===== src/rtl/width_packer.sv =====
`default_nettype none
// ============================================================================
// Module      : width_packer
// Description : Packs a stream of S_WIDTH-bit words into P_WIDTH-bit output
//               words. An output word is emitted when all slots are filled,
//               or when a word carries in_last (partial words are zero-padded).
//               Uses valid/ready handshakes on both sides and allows
//               back-to-back output words with no bubble.
// Revision    : 1.0 - initial release
// ============================================================================
module width_packer #(
    parameter int S_WIDTH   = 8,
    parameter int P_WIDTH   = 64,
    parameter int MSB_FIRST = 1
) (
    input  logic                                 clk,
    input  logic                                 rst,
    input  logic                                 in_valid,
    output logic                                 in_ready,
    input  logic [S_WIDTH-1:0]                   in_data,
    input  logic                                 in_last,
    output logic                                 out_valid,
    input  logic                                 out_ready,
    output logic [P_WIDTH-1:0]                   out_data,
    output logic [$clog2(P_WIDTH/S_WIDTH):0]     out_count
);

    localparam int COUNT_MAX = P_WIDTH / S_WIDTH;
    localparam int CNT_W     = $clog2(COUNT_MAX);
    localparam int OCNT_W    = CNT_W + 1;

    // Reject geometries where the slots do not tile the output word exactly.
    generate
        if (((P_WIDTH % S_WIDTH) != 0) || (COUNT_MAX < 2)) begin : g_bad_params
            $error("width_packer: P_WIDTH must be a multiple of S_WIDTH with at least two slots");
        end
    endgenerate

    // Lowest bit index of slot k in the packed word.
    function automatic int slot_lo(input int k);
        if (MSB_FIRST != 0) begin
            return P_WIDTH - (k + 1) * S_WIDTH;
        end else begin
            return k * S_WIDTH;
        end
    endfunction

    // Architectural state
    logic [P_WIDTH-1:0] asm_q,       asm_d;
    logic [CNT_W-1:0]   cnt_q,       cnt_d;
    logic               out_valid_q, out_valid_d;
    logic [P_WIDTH-1:0] out_data_q,  out_data_d;
    logic [OCNT_W-1:0]  out_count_q, out_count_d;

    // Handshake and completion decode
    logic               accept;
    logic               complete;
    logic [P_WIDTH-1:0] asm_merged;

    assign in_ready = !rst && (!out_valid_q || out_ready);
    assign accept   = in_valid && in_ready;
    assign complete = accept && ((cnt_q == CNT_W'(COUNT_MAX - 1)) || in_last);

    assign out_valid = out_valid_q;
    assign out_data  = out_data_q;
    assign out_count = out_count_q;

    // Assembly register with the incoming word dropped into the current slot;
    // unfilled slots stay zero because the register is cleared per packet.
    always_comb begin
        asm_merged = asm_q;
        for (int k = 0; k < COUNT_MAX; k++) begin
            if (cnt_q == CNT_W'(k)) begin
                asm_merged[slot_lo(k) +: S_WIDTH] = in_data;
            end
        end
    end

    // Next-state: completion loads the output (possibly replacing a word being
    // consumed this cycle); a plain consume clears the output register.
    always_comb begin
        asm_d       = asm_q;
        cnt_d       = cnt_q;
        out_valid_d = out_valid_q;
        out_data_d  = out_data_q;
        out_count_d = out_count_q;

        if (accept) begin
            if (complete) begin
                asm_d = '0;
                cnt_d = '0;
            end else begin
                asm_d = asm_merged;
                cnt_d = cnt_q + CNT_W'(1);
            end
        end

        if (complete) begin
            out_valid_d = 1'b1;
            out_data_d  = asm_merged;
            out_count_d = OCNT_W'(cnt_q) + OCNT_W'(1);
        end else if (out_valid_q && out_ready) begin
            out_valid_d = 1'b0;
            out_data_d  = '0;
            out_count_d = '0;
        end
    end

    // State registers with synchronous reset discarding any partial packet.
    always_ff @(posedge clk) begin
        if (rst) begin
            asm_q       <= '0;
            cnt_q       <= '0;
            out_valid_q <= 1'b0;
            out_data_q  <= '0;
            out_count_q <= '0;
        end else begin
            asm_q       <= asm_d;
            cnt_q       <= cnt_d;
            out_valid_q <= out_valid_d;
            out_data_q  <= out_data_d;
            out_count_q <= out_count_d;
        end
    end

endmodule
`default_nettype wire


===== config.mk =====
export PLATFORM = sky130hd
export DESIGN_NAME = width_packer
export DESIGN_NICKNAME = d
export VERILOG_FILES = /design/src/rtl/width_packer.sv
export SDC_FILE = /design/constraint.sdc
export NUM_CORES = 1
export LEC_CHECK = 0
export CAP_MARGIN = 20
export CORE_MARGIN = 5
export CORE_UTILIZATION = 50
export DETAILED_ROUTE_END_ITERATION = 10
export GPL_TIMING_DRIVEN = 0
export PLACE_DENSITY = 0.75
export SETUP_SLACK_MARGIN = 0.3
export SYNTH_ARGS = -nofsm -noshare
export SYNTH_HDL_FRONTEND = slang
export SYNTH_SLANG_ARGS = --single-unit

===== constraint.sdc =====
create_clock -name clk -period 4 [get_ports clk]
set_clock_uncertainty 0.1 [all_clocks]
set_input_delay 0.4 -clock clk [delete_from_list [all_inputs] [get_ports clk]]
set_output_delay 0.4 -clock clk [all_outputs]
set_load 0.03 [all_outputs]

Figure 1. I/O pins on the die edge.
Pins as bars across the die edge, other pins in gray.
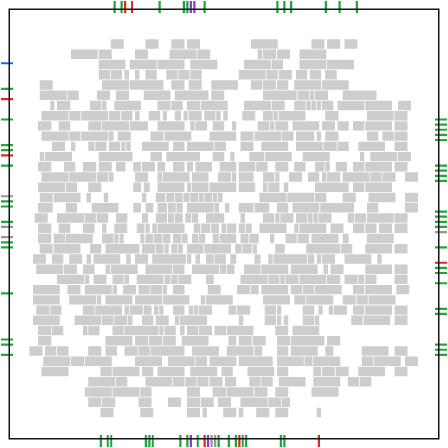
legend:
  red:
    port: in_data
    pins: 8
    direction: input
    edge: 3 bottom, 2 left, 2 top, 1 right
  blue:
    port: clk
    pins: 1
    direction: input
    edge: left
  green:
    port: out_data
    pins: 64
    direction: output
    edge: 22 right, 16 bottom, 14 left, 12 top
  purple:
    port: out_count
    pins: 4
    direction: output
    edge: 2 top, 2 bottom
all pins by edge: 24 right, 23 bottom, 20 left, 16 top
port buffer count: 73
die extent in y: 114 um
die width: 114 um

Figure 2. Sequential cells grouped by signal name.
Other sequential cells in the stronger gray, the rest of the logic in the fainter gray.
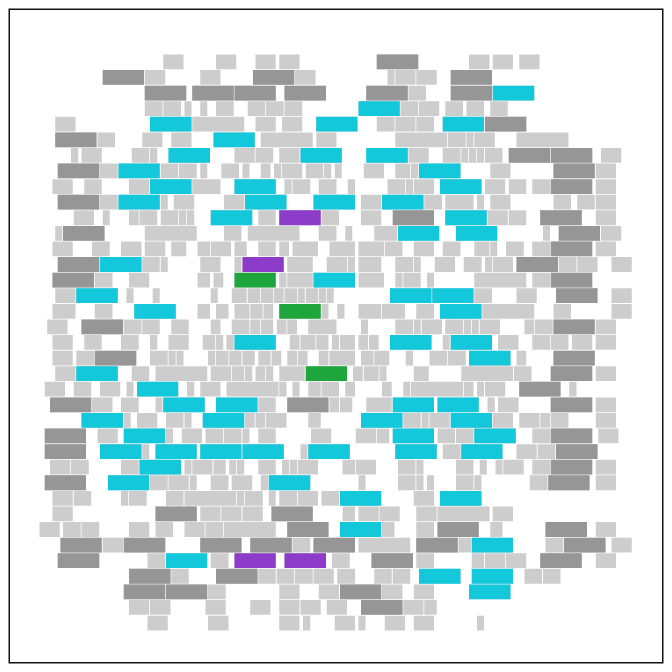
legend:
  green:
    signal: cnt_q
    placed_flops: 3
  purple:
    signal: out_count
    placed_flops: 4
  cyan:
    signal: asm_q
    placed_flops: 64
not colored: 65
sequential power: 0.00137 W
register share of the cell area: 0.400
end-of-flow core utilization: 0.654

==> flow_summary.toml <==
# yosys + openroad results
[clocking]
cts-hold-fix-buffers = 0
cts_inserted_buffers = 17
htree_levels = 4
cts_setup_buffers = 0
cts_resized = 0

[setup_path]
critical_path_peak_fanout = 10
critPathTopFamily = "buffers and inverters"
timing_worst_setup_path_type = "flip-flop to output pin"
timing.reg2reg.worst_path_depth = 8
startpoint = "out_valid"
worstPathRequired_ps = 3500
setup.reg_to_reg.worst_slack_ps = 1600

[sta]
maxSlewViolCount = 0
min_period_over_period = 0.739
final.setup.worst_slack_ps = 1050
grt_setup_unrepaired = "no"
hold_viol_final = 0
setup_viol = 0
worst_pin_slew_ps = 786

[global_routing]
grt_antenna_before_repair = 0
grt_max_degree = 17
global_route.peak_usage_layer = "met2"

[synthesis]
synth-cells-yosys = 498
synth.cellmix.simpleShare = 0.0530
top_logic_kind = "AND-OR/OR-AND gates"
yosys-top-cells-count = "dfxtp_1, o2bb2ai_1, mux2i_1, inv_1, o32ai_1"
yosys.cell_types.count = 31
syn_avg_cell_area_um2 = 10.8
synth_sequential_area_ratio = 0.506
postSynth.topFlopCell = "dfxtp_1"

[layout]
register_area_um2 = 2720
clk_share = 0.0773
final.clkbuf_count = 22
post_layout_nonfiller_instances = 739
bufAreaShareNonClock = 0.139
combinational_fraction_of_the_cell_area = 0.326
design.final.nets = 609
lay_top_count = "dfxtp_1"

[run_status]
run_status = "complete, no violations"

[power]
p_per_area_nw_per_um2 = 433
leakage_nw = 2.38

[drt]
drtIter0Drc = 354
length_of_routed_met3_wiring_um = 988
detailedRoute.firstPassIterationCount = 5
top_layer_used = "met4"
num_vias = 4363

[place]
placedInstanceArea_um2 = 6280

[floorplan]
placeableCoreArea_um2 = 10400
fp-utilization = 0.517

[flow_run]
warnings = 30
==> power by group <==
| group | total [W] | leakage [nW] | switching, W | internal, W |
|---|---|---|---|---|
| registers | 0.00137 | 1.10 | 0.00000731 | 0.00137 |
| clock network | 0.00139 | 0.243 | 0.000592 | 0.000794 |
| logic | 0.000189 | 1.04 | 0.000135 | 0.0000539 |
| total | 0.00295 | 2.38 | 0.000734 | 0.00221 |
==> sequential cells by signal, summed over array words and instances, names as in the netlist <==
name,count
out_count,4
cnt_q,3
out_data,64
out_valid,1
asm_q,64
Power figures rest on the tool's default switching activity, not on a simulated workload.
